[config.mk]
export PLATFORM = sky130hd
export DESIGN_NAME = logic_op_scheduler
export DESIGN_NICKNAME = d
export VERILOG_FILES = /design/src/rtl/logic_sched_pkg.sv /design/src/rtl/logic_unit.sv /design/src/rtl/logic_op_scheduler.sv
export SDC_FILE = /design/constraint.sdc
export NUM_CORES = 1
export LEC_CHECK = 0
export ABC_AREA = 1
export CAP_MARGIN = 20
export CORE_MARGIN = 2
export CORE_UTILIZATION = 45
export CTS_CLUSTER_DIAMETER = 200
export DETAILED_ROUTE_END_ITERATION = 6
export MAX_ROUTING_LAYER = met4
export PLACE_DENSITY = 0.83
export SYNTH_ARGS = -nofsm -noshare
export SYNTH_HDL_FRONTEND = slang
export SYNTH_SLANG_ARGS = --single-unit
export TNS_END_PERCENT = 50
[constraint.sdc]
create_clock -name clk -period 2.3 [get_ports clk]
set_input_delay 0.23 -clock clk [delete_from_list [all_inputs] [get_ports clk]]
set_output_delay 0.23 -clock clk [all_outputs]
set_load 0.01 [all_outputs]
[src/rtl/logic_sched_pkg.sv]
// Shared encodings for the logic-op scheduler: operation codes and FSM states.
package logic_sched_pkg;

   typedef enum logic [1:0] {
      OP_AND = 2'b00,
      OP_OR  = 2'b01,
      OP_XOR = 2'b10,
      OP_NOR = 2'b11
   } op_e;

   typedef enum logic [1:0] {
      ST_IDLE = 2'd0,
      ST_EXEC = 2'd1,
      ST_HOLD = 2'd2
   } state_e;

endpackage

[src/rtl/logic_unit.sv]
// Combinational bitwise logic unit: AND / OR / XOR / NOR over WIDTH bits.
module logic_unit
   import logic_sched_pkg::*;
#(
   parameter int unsigned WIDTH = 32
) (
   input  logic [WIDTH-1:0] a,
   input  logic [WIDTH-1:0] b,
   input  op_e              op,
   output logic [WIDTH-1:0] y
);

   always_comb begin
      y = '0;
      case (op)
         OP_AND:  y = a & b;
         OP_OR:   y = a | b;
         OP_XOR:  y = a ^ b;
         OP_NOR:  y = ~(a | b);
         default: y = '0;
      endcase
   end

endmodule

[src/rtl/logic_op_scheduler.sv]
// Round-robin scheduler sharing one logic unit between NREQ requesters, with
// registered operands and a held, valid/ready result port.
module logic_op_scheduler
   import logic_sched_pkg::*;
#(
   parameter int unsigned NREQ  = 4,
   parameter int unsigned WIDTH = 32,
   localparam int unsigned IDW  = $clog2(NREQ)
) (
   input  logic                  clk,
   input  logic                  rst,
   input  logic [NREQ-1:0]       req_valid,
   output logic [NREQ-1:0]       req_ready,
   input  logic [2*NREQ-1:0]     req_op,
   input  logic [WIDTH*NREQ-1:0] req_a,
   input  logic [WIDTH*NREQ-1:0] req_b,
   output logic                  res_valid,
   input  logic                  res_ready,
   output logic [WIDTH-1:0]      res_data,
   output logic [IDW-1:0]        res_id
);

   state_e           state;
   logic [IDW-1:0]   rr_ptr;
   op_e              op_q;
   logic [WIDTH-1:0] a_q;
   logic [WIDTH-1:0] b_q;
   logic [IDW-1:0]   id_q;
   logic [WIDTH-1:0] unit_y;
   logic             grant_found;
   logic [IDW-1:0]   grant;

   // First valid requester at or after rr_ptr, wrapping modulo NREQ.
   always_comb begin
      grant_found = 1'b0;
      grant       = '0;
      for (int unsigned k = 0; k < NREQ; k++) begin
         int unsigned idx;
         idx = (32'(rr_ptr) + k) % NREQ;
         if (!grant_found && req_valid[idx]) begin
            grant_found = 1'b1;
            grant       = IDW'(idx);
         end
      end
   end

   assign req_ready = (!rst && state == ST_IDLE && grant_found) ?
                      (NREQ'(1) << grant) : '0;

   logic_unit #(
      .WIDTH (WIDTH)
   ) u_logic_unit (
      .a  (a_q),
      .b  (b_q),
      .op (op_q),
      .y  (unit_y)
   );

   always_ff @(posedge clk) begin
      if (rst) begin
         state     <= ST_IDLE;
         rr_ptr    <= '0;
         op_q      <= OP_AND;
         a_q       <= '0;
         b_q       <= '0;
         id_q      <= '0;
         res_valid <= 1'b0;
         res_data  <= '0;
         res_id    <= '0;
      end else begin
         case (state)
            ST_IDLE: begin
               if (grant_found) begin
                  op_q  <= op_e'(req_op[2*grant +: 2]);
                  a_q   <= req_a[WIDTH*grant +: WIDTH];
                  b_q   <= req_b[WIDTH*grant +: WIDTH];
                  id_q  <= grant;
                  state <= ST_EXEC;
               end
            end
            ST_EXEC: begin
               res_data  <= unit_y;
               res_id    <= id_q;
               res_valid <= 1'b1;
               state     <= ST_HOLD;
            end
            ST_HOLD: begin
               if (res_ready) begin
                  res_valid <= 1'b0;
                  rr_ptr    <= (id_q == IDW'(NREQ - 1)) ? '0 : id_q + 1'b1;
                  state     <= ST_IDLE;
               end
            end
            default: state <= ST_IDLE;
         endcase
      end
   end

endmodule

Fig. 1: the clock network
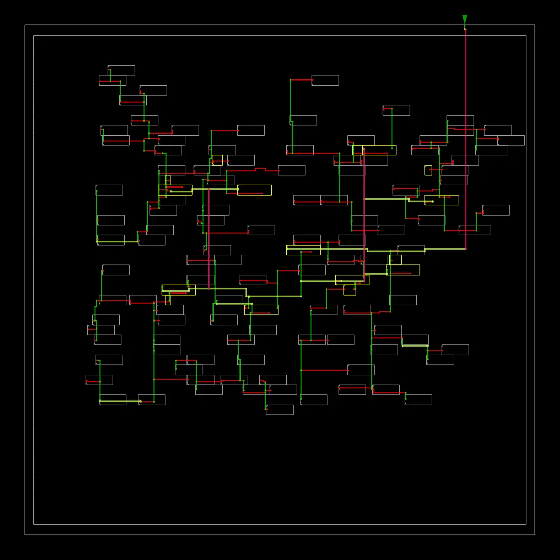
flop count: 107
total clock buffers created by CTS: 9

Fig. 2: signal wires on met1
Scale bar: 50 um.
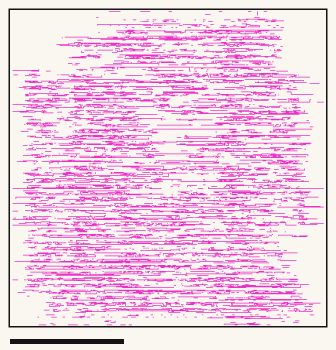
1702 nets have wire on it. The wires run mostly horizontal. The layer carries 12400 um of wire.
total via count in the routed design: 10000
met1 routing resource usage after global routing: 37.0%
final routed wirelength across all metal layers: 30.8 mm

Fig. 3: I/O pins on the die edge
Scale bar: 50 um. Pins as bars across the die edge, other pins in grey.
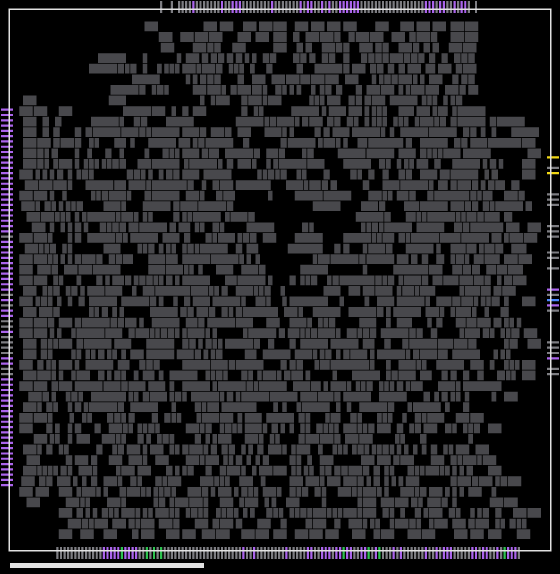
Key: purple = req_b [pins 128, direction input, edge 61 left, 39 bottom, 25 top, 3 right]; green = req_op [pins 8, direction input, edge bottom]; blue = res_valid [pins 1, direction output, edge right]; yellow = res_id [pins 2, direction output, edge right]
All pins by edge: 130 bottom, 85 top, 72 left, 23 right.
height of the die: 139 um
Die Span X: 139 um
number of buffers added on ports: 309

Fig. 4: register map, names as in the netlist
Scale bar: 50 um.
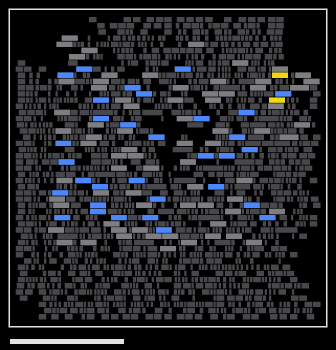
Key: blue = res_data [placed flops 32]; yellow = id_q [placed flops 2]
Another 73 sequential cells are not coloured.
fraction of area in registers: 17.9%
power attributed to sequential cells: 2500 uW
Util after Layout: 67.2%
area taken by flip-flops and latches: 2150 um2

Fig. 5: a small window of the routed layout
Scale bar: 20 um. Region (44, 72) to (94, 122) um. Cells in grey, sequential cells in the stronger grey; small squares are vias.
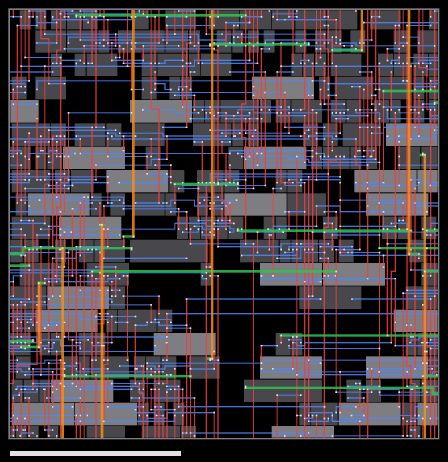
Key: red = metal 2; green = metal 3; orange = metal 4; blue = metal 1
207 logic cells have their middle in the window. Netlist names of flops here include a_q (9), b_q (8), res_data (7). Sequential cells in the window: 24.

==> results_slide.txt <==
Implementation Results

Global route
  – Largest net degree at the start of global routing: 95
  – Number of global-route vias before repair: 9260
  – Layer with the highest usage after global routing: met2
  – Met3 capacity usage during global routing: 4.66%
  – Overall track demand over capacity in global routing: 30.4%
  – GR Util met2: 50.8%

Hold path
  – Launch instance of the worst min-delay path: rst
  – Cell depth of the worst min-delay path: 4
  – Terminating pin of the worst hold path: state[0]$_SDFFE_PP0P_

Detailed routing
  – Final routed DRC violation total: 0
  – First-pass iteration count of the detailed router: 5
  – Detail Route met3 WL: 2.03 mm
  – Sum of routed wire segments on met1: 12.4 mm
  – Detailed Route Iter0 Violations: 1037

Setup path
  – Cells on worst reg2reg path: 15
  – Critical path fanouts, max: 4
  – Path length in cells of the critical path: 11
  – Startpoint of the worst register-to-register path: rr_ptr[0]$_SDFFE_PP0P_
  – Critical path class: flip-flop to output pin
  – Crit path max-delay cell type: dfxtp_4
  – Reg-to-reg endpoint: a_q[31]$_SDFFE_PP0P_
  – Critical path endpoint category: output pin
  – Required time at the worst-slack endpoint: 2.07 ns
  – Cell breakdown of the critical path: buf_4 -> nand2_2 -> nand2_2 -> nand2_2 -> inv_1 -> a21boi_1 -> nand2_1 -> inv_1 -> nand2_2 -> nor3_2 -> buf_2

Power
  – Total power: 8420 uW
  – Worst IR drop on VDD: 0.466 mV
  – Leak pwr: 0.00583 uW
  – Gate power share: 52.9%
  – Power attributed to the clock group: 1460 uW
  – Group with the largest share of power: combinational logic
  – Cell-internal power: 4860 uW
  – Portion of total power attributed to sequential cells: 29.7%
  – Power consumed by combinational cells: 4460 uW
  – Net Switching: 3560 uW

Clocking
  – Maximum buffer depth of the clock tree: 2
  – CTS clock-pin slew for the worst setup and hold paths: 0.07 ns
  – Buffer count from post-CTS setup fixing: 0
  – Gates resized, CTS repair: 28
  – TritonCTS clock tree: built
  – Count of hold buffers inserted by post-cts repair: 0
  – Number of sinks driven by the clock tree: 107

Logic synthesis
  – Number of warning messages in the yosys log: 0
  – Combined area of all synthesized cells: 8180 um2
  – Top cells by area in the synthesized netlist: dfxtp_1, nand2_1, nand3_1, ha_1, a21oi_1
  – Flop and latch count out of synthesis: 107
  – Mux contribution to synthesized area: 0%
  – Yosys top cell area share: 26.2%
  – Number of distinct library cell variants in the gate-level netlist after synthesis: 24
  – Share of synthesized cell area in full adder, half adder and majority cells: 9.94%
  – Main synth FF type: dfxtp_1
  – Synth Net Count: 1675
  – Ys async rst share: 0%
  – Register area share after synthesis: 26.2%
  – Yosys-reported design area after synthesis: 8180 um2
  – Post-Synth XOR/XNOR Area: 0%

Finish
  – Non-filler cells in the finished layout: 1843
  – Net total in the final layout: 1944
  – Logic Gate Count: 1003
  – Layout non-clock buf frac: 30.4%
  – Commonest Layout Cell: nand2_1
  – Design Area, Final: 12000 um2
  – Top class by area: combinational gates
  – ANT cells: 1
  – Clock tree cell share of total cell area: 2.25%
  – Non-clock buffer count in the final layout: 357
  – Combinational share of cell area: 43.0%

Placed design
  – Detailed placer's ending HPWL: 21.3 mm
  – Area after detailed placement: 11500 um2

STA
  – Worst Tran Pin Value: 0.937 ns
  – Unrepaired setup endpoints after global routing: true
  – Total negative slack for setup checks: 0 ns
  – Max Clock Skew: 0.00991 ns
  – Final critical-path setup slack: 0.00401 ns
  – Number of failing setup endpoints in the final timing report: 0
  – Worst slew margin: 37.4%

Status
  – Result of the run: completed

Die
  – Top-Level Pins: 310
  – Rows: 49

Run
  – Max-cap check violation count: 0
No activity file was given, so power comes from the tool's default toggle rates.
